--- src/rtl/ss_rr_arbiter_if.sv ---
// ss_rr_arbiter_if: bundle of the NUM_IN streaming inputs, the merged stream
// output and the grant status of the round-robin packet arbiter.
//   in_valid/in_ready/in_last : per-input handshake and end-of-packet
//   in_data/in_keep/in_user   : packed per-input payload, input i at slice i
//   out_*                     : merged stream output, registered
//   grant_idx/busy            : input owning the output / packet grant held
// slave modport faces the arbiter, master modport faces the traffic source.
interface ss_rr_arbiter_if #(
  parameter int NUM_IN = 4,
  parameter int DATA_W = 64,
  parameter int USER_W = 8
);
  localparam int KEEP_W = DATA_W / 8;
  localparam int IDX_W  = $clog2(NUM_IN);

  logic [NUM_IN-1:0]        in_valid;
  logic [NUM_IN-1:0]        in_ready;
  logic [NUM_IN*DATA_W-1:0] in_data;
  logic [NUM_IN*KEEP_W-1:0] in_keep;
  logic [NUM_IN-1:0]        in_last;
  logic [NUM_IN*USER_W-1:0] in_user;

  logic                     out_valid;
  logic                     out_ready;
  logic [DATA_W-1:0]        out_data;
  logic [KEEP_W-1:0]        out_keep;
  logic                     out_last;
  logic [USER_W-1:0]        out_user;

  logic [IDX_W-1:0]         grant_idx;
  logic                     busy;

  modport slave (
    input  in_valid, in_data, in_keep, in_last, in_user, out_ready,
    output in_ready, out_valid, out_data, out_keep, out_last, out_user,
    output grant_idx, busy
  );

  modport master (
    output in_valid, in_data, in_keep, in_last, in_user, out_ready,
    input  in_ready, out_valid, out_data, out_keep, out_last, out_user,
    input  grant_idx, busy
  );
endinterface

--- src/rtl/ss_rr_arbiter.sv ---
// ss_rr_arbiter: packet-level round-robin merge of NUM_IN streams into one.
// An input is chosen in IDLE (search starts after the last winner) and keeps
// the output until its in_last beat is accepted. Accepted beats appear on the
// registered out_* one cycle later; the output register holds under stall.
//   clk, rst : clock, synchronous active-high reset
//   bus      : ss_rr_arbiter_if.slave (inputs, merged output, grant status)

// Per-input ready: only the owning lane may take a beat, and only when the
// output register is free or being drained this cycle.
module ss_rr_lane #(
  parameter int IDX_W = 2,
  parameter int LANE  = 0
) (
  input  logic             locked_i,
  input  logic [IDX_W-1:0] grant_i,
  input  logic             can_take_i,
  output logic             ready_o
);
  assign ready_o = locked_i && (grant_i == IDX_W'(LANE)) && can_take_i;
endmodule

module ss_rr_arbiter #(
  parameter int NUM_IN = 4,
  parameter int DATA_W = 64,
  parameter int USER_W = 8
) (
  input logic          clk,
  input logic          rst,
  ss_rr_arbiter_if.slave bus
);
  localparam int KEEP_W = DATA_W / 8;
  localparam int IDX_W  = $clog2(NUM_IN);

  typedef enum logic {IDLE = 1'b0, LOCKED = 1'b1} state_e;

  state_e           state_q;
  logic [IDX_W-1:0] grant_q, last_q, pick_d, idx;
  logic             any_req, can_take, acc;
  logic [NUM_IN-1:0] rdy;

  logic              ovld_q, olast_q;
  logic [DATA_W-1:0] odata_q;
  logic [KEEP_W-1:0] okeep_q;
  logic [USER_W-1:0] ouser_q;

  // Packed views share the bit layout of the flat buses.
  logic [NUM_IN-1:0][DATA_W-1:0] d_arr;
  logic [NUM_IN-1:0][KEEP_W-1:0] k_arr;
  logic [NUM_IN-1:0][USER_W-1:0] u_arr;

  assign d_arr = bus.in_data;
  assign k_arr = bus.in_keep;
  assign u_arr = bus.in_user;

  assign can_take = !ovld_q || bus.out_ready;

  for (genvar i = 0; i < NUM_IN; i++) begin : g_lane
    ss_rr_lane #(.IDX_W(IDX_W), .LANE(i)) u_lane (
      .locked_i   (state_q == LOCKED),
      .grant_i    (grant_q),
      .can_take_i (can_take),
      .ready_o    (rdy[i])
    );
  end

  assign bus.in_ready = rdy;
  assign acc          = |(bus.in_valid & rdy);

  // Round-robin search: first requester at last_q+1, last_q+2, ... wrapping,
  // so the previous winner has lowest priority.
  always_comb begin
    pick_d  = '0;
    any_req = 1'b0;
    idx     = '0;
    for (int k = 1; k <= NUM_IN; k++) begin
      idx = IDX_W'((int'(last_q) + k) % NUM_IN);
      if (!any_req && bus.in_valid[idx]) begin
        any_req = 1'b1;
        pick_d  = idx;
      end
    end
  end

  always_ff @(posedge clk) begin
    if (rst) begin
      state_q <= IDLE;
      grant_q <= '0;
      last_q  <= IDX_W'(NUM_IN - 1);
      ovld_q  <= 1'b0;
      olast_q <= 1'b0;
      odata_q <= '0;
      okeep_q <= '0;
      ouser_q <= '0;
    end else begin
      case (state_q)
        IDLE: begin
          if (any_req) begin
            grant_q <= pick_d;
            state_q <= LOCKED;
          end
        end
        LOCKED: begin
          // Grant is released only by an accepted last beat.
          if (acc && bus.in_last[grant_q]) begin
            last_q  <= grant_q;
            state_q <= IDLE;
          end
        end
        default: state_q <= IDLE;
      endcase

      // Output register: load on accept, else drain on handshake, else hold.
      if (acc) begin
        ovld_q  <= 1'b1;
        odata_q <= d_arr[grant_q];
        okeep_q <= k_arr[grant_q];
        olast_q <= bus.in_last[grant_q];
        ouser_q <= u_arr[grant_q];
      end else if (bus.out_ready) begin
        ovld_q  <= 1'b0;
      end
    end
  end

  assign bus.out_valid = ovld_q;
  assign bus.out_data  = odata_q;
  assign bus.out_keep  = okeep_q;
  assign bus.out_last  = olast_q;
  assign bus.out_user  = ouser_q;
  assign bus.grant_idx = grant_q;
  assign bus.busy      = (state_q == LOCKED);
endmodule

--- src/flat_wrapper.sv ---
// flat-port wrapper written by rule: the top's interface ports become plain ports
module ss_rr_arbiter_flat 
#(
  parameter int NUM_IN = 4,
  parameter int DATA_W = 64,
  parameter int USER_W = 8
)
  (clk, rst, bus_in_valid, bus_in_data, bus_in_keep, bus_in_last, bus_in_user, bus_out_ready, bus_in_ready, bus_out_valid, bus_out_data, bus_out_keep, bus_out_last, bus_out_user, bus_grant_idx, bus_busy);
  ss_rr_arbiter_if #(.NUM_IN(NUM_IN), .DATA_W(DATA_W), .USER_W(USER_W)) bus_i ();
  input logic clk;
  input logic rst;
  input wire logic [$bits(bus_i.in_valid)-1:0] bus_in_valid;
  input wire logic [$bits(bus_i.in_data)-1:0] bus_in_data;
  input wire logic [$bits(bus_i.in_keep)-1:0] bus_in_keep;
  input wire logic [$bits(bus_i.in_last)-1:0] bus_in_last;
  input wire logic [$bits(bus_i.in_user)-1:0] bus_in_user;
  input wire logic [$bits(bus_i.out_ready)-1:0] bus_out_ready;
  output wire logic [$bits(bus_i.in_ready)-1:0] bus_in_ready;
  output wire logic [$bits(bus_i.out_valid)-1:0] bus_out_valid;
  output wire logic [$bits(bus_i.out_data)-1:0] bus_out_data;
  output wire logic [$bits(bus_i.out_keep)-1:0] bus_out_keep;
  output wire logic [$bits(bus_i.out_last)-1:0] bus_out_last;
  output wire logic [$bits(bus_i.out_user)-1:0] bus_out_user;
  output wire logic [$bits(bus_i.grant_idx)-1:0] bus_grant_idx;
  output wire logic [$bits(bus_i.busy)-1:0] bus_busy;
  assign bus_i.in_valid = bus_in_valid;
  assign bus_i.in_data = bus_in_data;
  assign bus_i.in_keep = bus_in_keep;
  assign bus_i.in_last = bus_in_last;
  assign bus_i.in_user = bus_in_user;
  assign bus_i.out_ready = bus_out_ready;
  assign bus_in_ready = bus_i.in_ready;
  assign bus_out_valid = bus_i.out_valid;
  assign bus_out_data = bus_i.out_data;
  assign bus_out_keep = bus_i.out_keep;
  assign bus_out_last = bus_i.out_last;
  assign bus_out_user = bus_i.out_user;
  assign bus_grant_idx = bus_i.grant_idx;
  assign bus_busy = bus_i.busy;
  ss_rr_arbiter #(.NUM_IN(NUM_IN), .DATA_W(DATA_W), .USER_W(USER_W)) u_core (.clk(clk), .rst(rst), .bus(bus_i));
endmodule
--- config.mk ---
export PLATFORM = sky130hd
export DESIGN_NAME = ss_rr_arbiter_flat
export DESIGN_NICKNAME = d
export VERILOG_FILES = /design/src/rtl/ss_rr_arbiter_if.sv /design/src/rtl/ss_rr_arbiter.sv /design/src/flat_wrapper.sv
export SDC_FILE = /design/constraint.sdc
export NUM_CORES = 1
export LEC_CHECK = 0
export ABC_AREA = 0
export CAP_MARGIN = 15
export CORE_AREA = 2 2 164 166
export CTS_CLUSTER_SIZE = 40
export DETAILED_ROUTE_END_ITERATION = 16
export DIE_AREA = 0 0 166 168
export GPL_ROUTABILITY_DRIVEN = 1
export PLACE_DENSITY_LB_ADDON = 0.2
export REMOVE_ABC_BUFFERS = 1
export SLEW_MARGIN = 30
export SYNTH_ARGS = -nofsm -noshare
export SYNTH_HDL_FRONTEND = slang
export SYNTH_SLANG_ARGS = --single-unit
--- constraint.sdc ---
create_clock -name clk -period 2.68 [get_ports clk]
set_clock_uncertainty 0.1 [all_clocks]
set_input_delay 0.402 -clock clk [delete_from_list [all_inputs] [get_ports clk]]
set_output_delay 0.402 -clock clk [all_outputs]
set_load 0.005 [all_outputs]
==> images/layer_met1.png <==
The bar under the picture is 50 um long. Supply wires on this layer in grey.
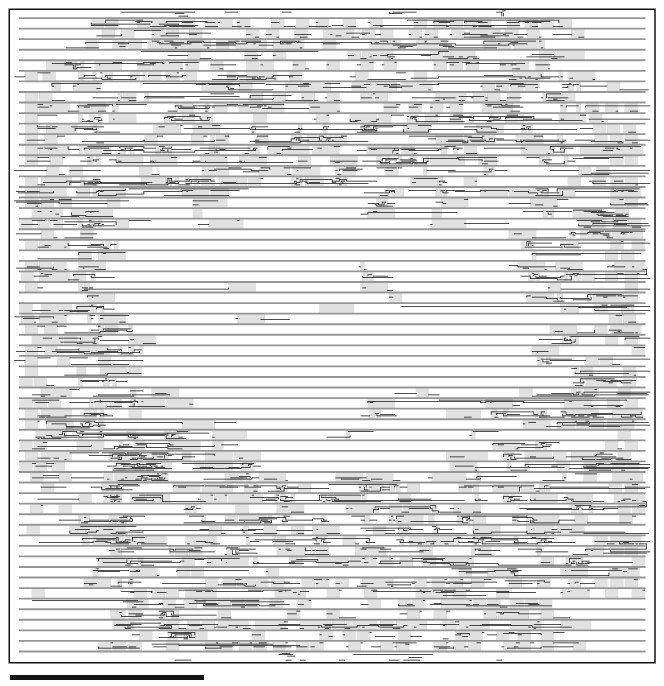
share of all routed wire: 40%
main direction: horizontal
total wire length: 21.0 mm
met1 Use GR: 17.3%
via count: 5453

==> images/flops_by_reg.png <==
The bar under the picture is 50 um long. Other sequential cells in the stronger grey, the rest of the logic in the fainter grey.
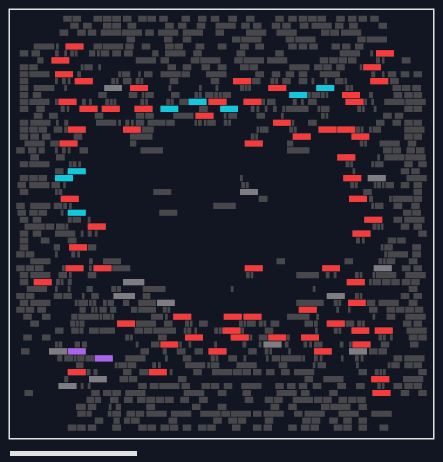
[u_core.bus.out_keep] cyan | sequential cells: 8
[u_core.bus.out_data] red | sequential cells: 64 | where: all over the die
[u_core.last_q] purple | sequential cells: 2
sequential cell area share: 17.4%
sequential group power: 1.50 mW
Reg area: 1750 um^2
final core occ: 38.0%

==> images/congestion.png <==
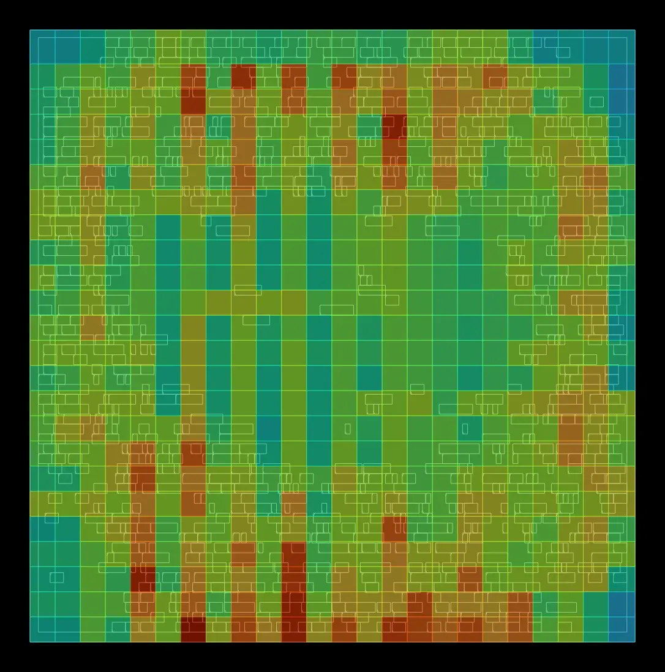
GR Util met2: 26.4%
routed length per instance: 16.8 um

==> run summary <==
run metrics: combinational fraction of the cell area 31.2%, status finished clean, n_diodes 0, worst slew pin tran 0.577 ns, largest power group combinational cells, Core ar. 26400 um^2, DIE HEIGHT 168 um, critical register-to-register path endpoint u_core.bus.out_data[34], via-per-instance ratio 4.37, Combinational Power 1.61 mW, type of the most critical hold path register to register, Setup-failing EPs final 0, CTS tree done, std cell rows 60, placed cells 1231, setup slack, reg-to-reg 0.74 ns, critical path capture point type output pin, crit share post-route 88.7%, TAP cells 341, CP Max Fanout 3, Post-synth ARST share 0%, ys cells 509, FF+latch count 87, Pre-Repair DR Iteration Count 4, Inverters 5, most common logic cells in the final layout clkdlybuf4s50_1, nand2_1, a21oi_1, dfxtp_1, mux4_2, max-cap violations 0, first-pass GRT wire length 32.7 mm, drc violations 0, Core Util at FP 19.5%, layout cell share with drive strength beyond 1 13.2%, Syn Inst Count 509, Leading cell kind non-clock buffers, Peak Freq 421 MHz, Int Pwr 3.24 mW, clk slew on worst S/H paths 0.06 ns, count leader, synth nand2_1, H-tree Lvls 3, switching share of power 26.6%, Multiplexer share 36.1%, Crit Path Class primary input to output pin, Non-clk bufs 434, CTS Hold Buffers Added 0, slowest cell on the critical path clkdlybuf4s50_1, DP Worst Slack 0.319 ns, R2R cell count 4, Worst slew margin 61.5%, syn_area_per_cell 10.1 um^2, ys flop type dfxtp_1, Min-Delay Endpoint u_core.bus.out_data[53], hold slack 0.352 ns, Unique cell types 36, die area 27900 um^2, drt initial violations 216, initial antenna violation count 1, Log Warnings 25, CP Launch Point bus_out_ready, critical path's largest stage delay 0.53 ns, combinational share of power 36.4%, # IOs 420, switching pwr 1.17 mW, GRT overflow 0, Seq/Total Area, Yosys 33.9%, most numerous cell on the critical path clkdlybuf4s50_1, Top cell excl fill/tap clkdlybuf4s50_1, endpoints failing hold 0, Yosys top cell area share 35.5%, Final #Nets 1232, # clk buffers 12, Clk pwr share 29.6%, Top area cell types mux4_2, dfxtp_1, nand2_1, non-clk buf share 43.8%, dominant cell type by area after synthesis mux4_2, flip-flops with a built-in enable 0, PD cells 441 nW/um^2, Tot Pwr 4.42 mW, Slew Viols, Final 0, Hold Crit Depth 2, worst path required time 2.18 ns, cts repair resizes 0, GRT Total Usage 14.9%, Final WS setup 0.303 ns, Period minus WS final 2.38 ns, ClkCell Share 3.09%, startpoint types primary input, post-synthesis simple-gate area fraction 14.8%, Max Root-Sink Buffers 2, Detailed Place HPWL 16.9 mm, Clk. pwr 1.31 mW, synth warn 0, clock root cell clkbuf_16, Synth top cells by count nand2_1, dfxtp_1, a21oi_1, Dominant comb cell multiplexers, comb_multi_in 364, HP Start u_core.bus.out_data[53], cts bufs inserted 9, vias in the first global route 5641, Die W 166 um, yosys adder share 0%, Layout fillers 2646, Antenna Violating Nets Remaining 0, largest net degree at the start of global routing 46, static leakage 3.39 nW, CTS Sinks 87, Finished Layout Cells 1247, worst path arrival time 1.88 ns, final setup TNS 0 ns, number of I/O port buffers 419, Post-Synth XOR/XNOR Area 0%, logic area 3130 um^2, CP cell instances clkdlybuf4s50_1, nand2b_1, nand2_1, nor3b_1, clkdlybuf4s50_1, synthesis area per yosys 5140 um^2, worst vdd ir 199 uV, Post-CTS Repair Setup Buffers 0, RSZ-0062 raised after global routing no
## flip-flops by register name (all words and copies together), names as in the netlist
register and cells:
u_core.bus.out_data 64, u_core.bus.out_keep 8, u_core.bus.out_user 8, u_core.bus.grant_idx 2, u_core.last_q 2, u_core.bus.busy 1
u_core.bus.out_last 1, u_core.bus.out_valid 1
## metal layers
metal | GRT usage, % | vias to the layer above | part of all wire (%)
met1 | 17.3 | 2572 | 40
met4 | 4.76 | 2 | 2.0
li1 | - | 2638 | -
met5 | 0 | - | 0.062
met2 | 26.4 | 214 | 51
met3 | 4.28 | 27 | 6.9
## worst max-delay path: cells and delay by family
kind,cells,cell delay (ns)
buf+inv,2,0.99
simple gates,3,0.48
Power and IR drop assume default switching activity.
